$ cat src/rtl/execute_pipe.sv
// Execute stage: one-slot output register holding ALU result, zero flag, branch target and store data.
// Define EXECUTE_PIPE_MUL_EN to add the iterative shift-add multiplier behind opcode 1000.
module execute_pipe #(
  parameter int N = 64
) (
  input  logic         clk,
  input  logic         reset,
  input  logic         flush_E,
  input  logic         in_valid,
  output logic         in_ready,
  input  logic         AluSrc,
  input  logic [3:0]   AluControl,
  input  logic [N-1:0] PC_E,
  input  logic [N-1:0] signImm_E,
  input  logic [N-1:0] readData1_E,
  input  logic [N-1:0] readData2_E,
  output logic [N-1:0] PCBranch_M,
  output logic [N-1:0] aluResult_M,
  output logic [N-1:0] writeData_M,
  output logic         zero_M,
  output logic         out_valid,
  input  logic         out_ready,
  output logic         mul_busy
);

  localparam logic [3:0] OP_AND  = 4'b0000;
  localparam logic [3:0] OP_OR   = 4'b0001;
  localparam logic [3:0] OP_ADD  = 4'b0010;
  localparam logic [3:0] OP_SUB  = 4'b0110;
  localparam logic [3:0] OP_PASS = 4'b0111;
  localparam logic [3:0] OP_NOR  = 4'b1100;

  logic [N-1:0] w_src_b;
  logic [N-1:0] w_alu;
  logic [N-1:0] w_pcb;
  logic [N-1:0] w_res;
  logic         w_slot_free;
  logic         w_accept;
  logic         w_idle;
  logic         w_wr_res;

  function automatic logic [N-1:0] alu_op(input logic [3:0] op, input logic [N-1:0] a,
                                          input logic [N-1:0] b);
    logic [N-1:0] r;
    case (op)
      OP_AND:  r = a & b;
      OP_OR:   r = a | b;
      OP_ADD:  r = a + b;
      OP_SUB:  r = a - b;
      OP_PASS: r = b;
      OP_NOR:  r = ~(a | b);
      default: r = '0;
    endcase
    return r;
  endfunction

  assign w_src_b     = AluSrc ? signImm_E : readData2_E;
  assign w_alu       = alu_op(AluControl, readData1_E, w_src_b);
  assign w_pcb       = PC_E + (signImm_E << 2);
  assign w_slot_free = !out_valid || out_ready;
  assign in_ready    = w_idle && w_slot_free && !flush_E;
  assign w_accept    = in_valid && in_ready;

`ifdef EXECUTE_PIPE_MUL_EN
  localparam logic [3:0] OP_MUL = 4'b1000;
  localparam int         CW     = $clog2(N);

  typedef enum logic {S_IDLE, S_MUL} state_t;

  state_t       r_state;
  state_t       w_state_nxt;
  logic [CW-1:0] r_cnt;
  logic         r_done;
  logic [N-1:0] r_acc;
  logic [N-1:0] r_mcand;
  logic [N-1:0] r_mplier;
  logic         w_mul_start;
  logic         w_mul_wr;
  logic         w_mul_step;

  assign w_mul_start = w_accept && (AluControl == OP_MUL);
  assign w_mul_wr    = (r_state == S_MUL) && r_done && w_slot_free && !flush_E;
  assign w_mul_step  = (r_state == S_MUL) && !r_done;

  always_ff @(posedge clk) begin
    if (reset) r_state <= S_IDLE;
    else       r_state <= w_state_nxt;
  end

  always_comb begin
    w_state_nxt = r_state;
    case (r_state)
      S_IDLE: if (w_mul_start) w_state_nxt = S_MUL;
      S_MUL:  if (flush_E || w_mul_wr) w_state_nxt = S_IDLE;
    endcase
  end

  always_comb begin
    w_idle   = 1'b0;
    mul_busy = 1'b0;
    case (r_state)
      S_IDLE: w_idle   = 1'b1;
      S_MUL:  mul_busy = 1'b1;
    endcase
  end

  // Iteration control: counter parks at N-1 and r_done marks the product complete.
  always_ff @(posedge clk) begin
    if (reset || flush_E || w_mul_start || w_mul_wr) begin
      r_cnt  <= '0;
      r_done <= 1'b0;
    end else if (w_mul_step) begin
      r_cnt  <= (r_cnt == CW'(N - 1)) ? r_cnt : r_cnt + 1'b1;
      r_done <= (r_cnt == CW'(N - 1));
    end
  end

  // Shift-add datapath: one multiplier bit consumed per cycle, product truncated to N bits.
  always_ff @(posedge clk) begin
    if (w_mul_start) begin
      r_acc    <= '0;
      r_mcand  <= readData1_E;
      r_mplier <= w_src_b;
    end else if (w_mul_step) begin
      if (r_mplier[0]) r_acc <= r_acc + r_mcand;
      r_mcand  <= r_mcand << 1;
      r_mplier <= r_mplier >> 1;
    end
  end

  assign w_wr_res = (w_accept && !w_mul_start) || w_mul_wr;
  assign w_res    = w_mul_wr ? r_acc : w_alu;
`else
  assign w_idle   = 1'b1;
  assign mul_busy = 1'b0;
  assign w_wr_res = w_accept;
  assign w_res    = w_alu;
`endif

  // Output slot: branch target and store data are captured at acceptance, the result when it is ready.
  always_ff @(posedge clk) begin
    if (reset) begin
      out_valid   <= 1'b0;
      PCBranch_M  <= '0;
      aluResult_M <= '0;
      writeData_M <= '0;
      zero_M      <= 1'b1;
    end else if (flush_E) begin
      out_valid <= 1'b0;
    end else begin
      if (w_accept) begin
        PCBranch_M  <= w_pcb;
        writeData_M <= readData2_E;
      end
      if (w_wr_res) begin
        aluResult_M <= w_res;
        zero_M      <= (w_res == '0);
        out_valid   <= 1'b1;
      end else if (out_valid && out_ready) begin
        out_valid <= 1'b0;
      end
    end
  end

endmodule

$ cat config.mk
export PLATFORM = sky130hd
export DESIGN_NAME = execute_pipe
export DESIGN_NICKNAME = d
export VERILOG_FILES = /design/src/rtl/execute_pipe.sv
export SDC_FILE = /design/constraint.sdc
export NUM_CORES = 1
export LEC_CHECK = 0
export ABC_AREA = 1
export CAP_MARGIN = 20
export CORE_ASPECT_RATIO = 1.1
export CORE_MARGIN = 2
export CORE_UTILIZATION = 53
export CTS_CLUSTER_SIZE = 20
export DETAILED_ROUTE_END_ITERATION = 10
export HOLD_SLACK_MARGIN = 0.1
export PLACE_DENSITY = 0.87
export RECOVER_POWER = 25
export SLEW_MARGIN = 10
export SYNTH_ARGS = -nofsm -noshare
export SYNTH_HDL_FRONTEND = slang
export SYNTH_SLANG_ARGS = --single-unit
$ cat constraint.sdc
create_clock -name clk -period 6.6 [get_ports clk]
set_clock_uncertainty 0.05 [all_clocks]
set_input_delay 1.98 -clock clk [delete_from_list [all_inputs] [get_ports clk]]
set_output_delay 1.98 -clock clk [all_outputs]
set_load 0.01 [all_outputs]
### Local utilization

The die is cut into 20 by 22 equal tiles; white is low, dark blue is high, 0 to 100% covered.
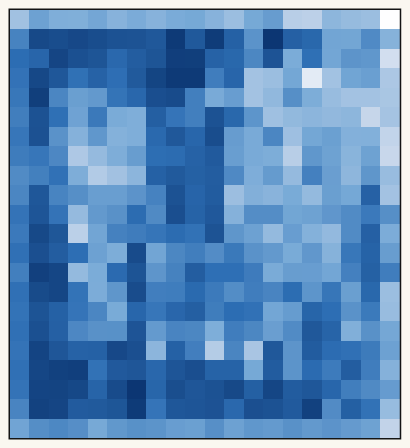
The densest ninth of the die: lower left. 0.20% of the tiles are nearly empty. The fullest tile reaches 97%. The mean over all tiles is 66%.
fp_density: 0.539
Final Core Density: 0.709
core box area: 40400 um2

### Layout detail

Region (138, 152) to (158, 172) um. Cells in grey, sequential cells in the stronger grey; small squares are vias.
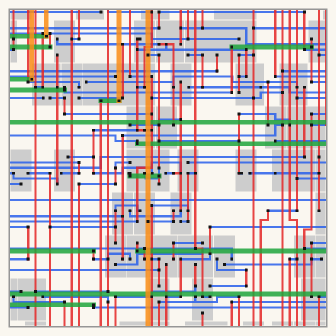
Key: blue = metal 1; green = metal 3; red = metal 2; orange = metal 4
Most frequent: nand2_1 (12), nor2_1 (6), inv_1 (4). 34 logic cells have their middle in the window. Sequential cells in the window: 0.

==> flow_summary.yaml <==
# implementation run metrics
clocking:
  post_cts_buffers: 0
  post_cts_resized: 0
  root_buffer: "clkbuf_16"
  cts_tree: "built"
  cts.sinks: 194
  htree_levels: 4
sta:
  hold_ws_ps: 414
  maxSlewHeadroom: 0.279
  fin_crit_sh: 0.955
  setup_ws_ps: 298
  tns_ps: 0
yosys:
  ys_sh_simple: 0.362
  aoi_share: 0.209
  synthFlopType: "dfxtp_1"
  yosys_warnings: 0
  edf_count: 0
  logic_family: "simple AND/OR/NAND/NOR gates"
  yosys-top-cells-count: "nand2_1, inv_1, nor2_1"
  synthXorXnorAreaFrac: 0.0398
setup_path:
  cp_common_cell: "nand2_1"
  cpPeakStageDelay_ps: 440
  crit_slowest_cell: "clkdlybuf4s50_1"
  timing.rr.end: "PCBranch_M[36]"
  cpLargestDelayFamily: "simple AND/OR/NAND/NOR gates"
  start_kind: "input port"
job:
  warning_count: 30
  maxCapViolations: 0
final_layout:
  mi_logic_area_um2: 15000
  instances_no_fill: 4942
  regArea_um2: 3880
  lay_top_cells: "nand2_1, inv_1, nor2_1"
  area_growth_pct: 31.5
  buffers: 644
  dominant_cells: "combinational gates"
  layout.nets: 4811
  logic_gate_count: 2909
  antennaDiodeCount: 0
floorplanning:
  chipArea_um2: 42700
  ios: 462
power:
  p_comb_w: 0.00233
  power.density_nw_per_um2: 166
  p_switching_w: 0.00210
  p_sw_frac: 0.444
detailed_routing:
  wirelength_um: 104000
  drc: 0
  drt-initial-drc-count: 3417
  num_vias: 28600
  viasPerCell: 5.79
placement:
  numPortBuffers: 460
  place_inst: 4910
  gp_congestion: 1.10
grt:
  use_met2: 0.732
  grt_pass1_wl_um: 152000
  grtUsageTotal: 0.472
  grt_antenna_before_repair: 1
run_status:
  status: "complete, no violations"
### Pin placement

Scale bar: 50 um. Pins as bars across the die edge, other pins in grey.
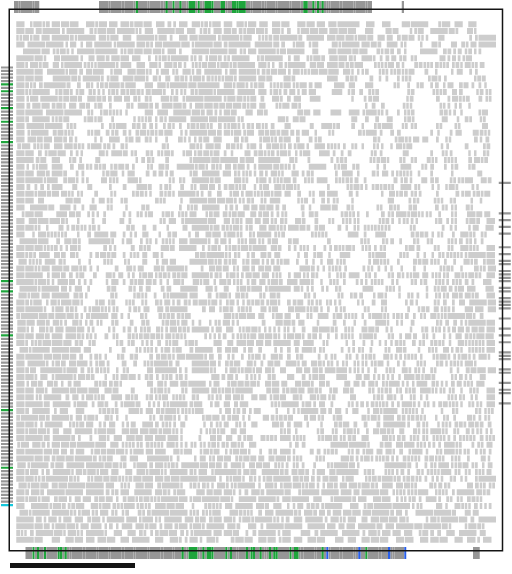
Key: blue = AluControl [pins 4, direction input, edge bottom]; cyan = clk [pins 1, direction input, edge left]; green = writeData_M [pins 64, direction output, edge 29 bottom, 25 top, 10 left]
All pins by edge: 169 bottom, 131 top, 130 left, 32 right.

### Sizing map

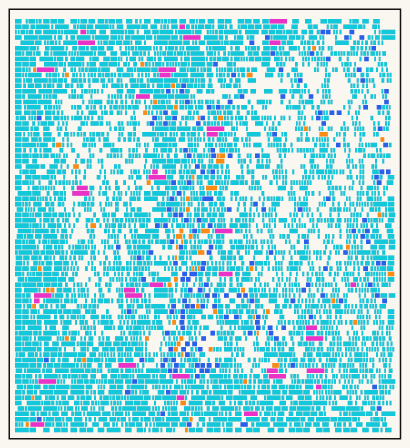
Key: blue = _3 and _4 cells [cells 183, share 4.1%]; cyan = _0 and _1 cells [cells 4141, share 93%]; orange = _2 cells [cells 69, share 1.6%]; magenta = _6 and larger [cells 36, share 0.81%]

No activity file was given, so power comes from the tool's default toggle rates.
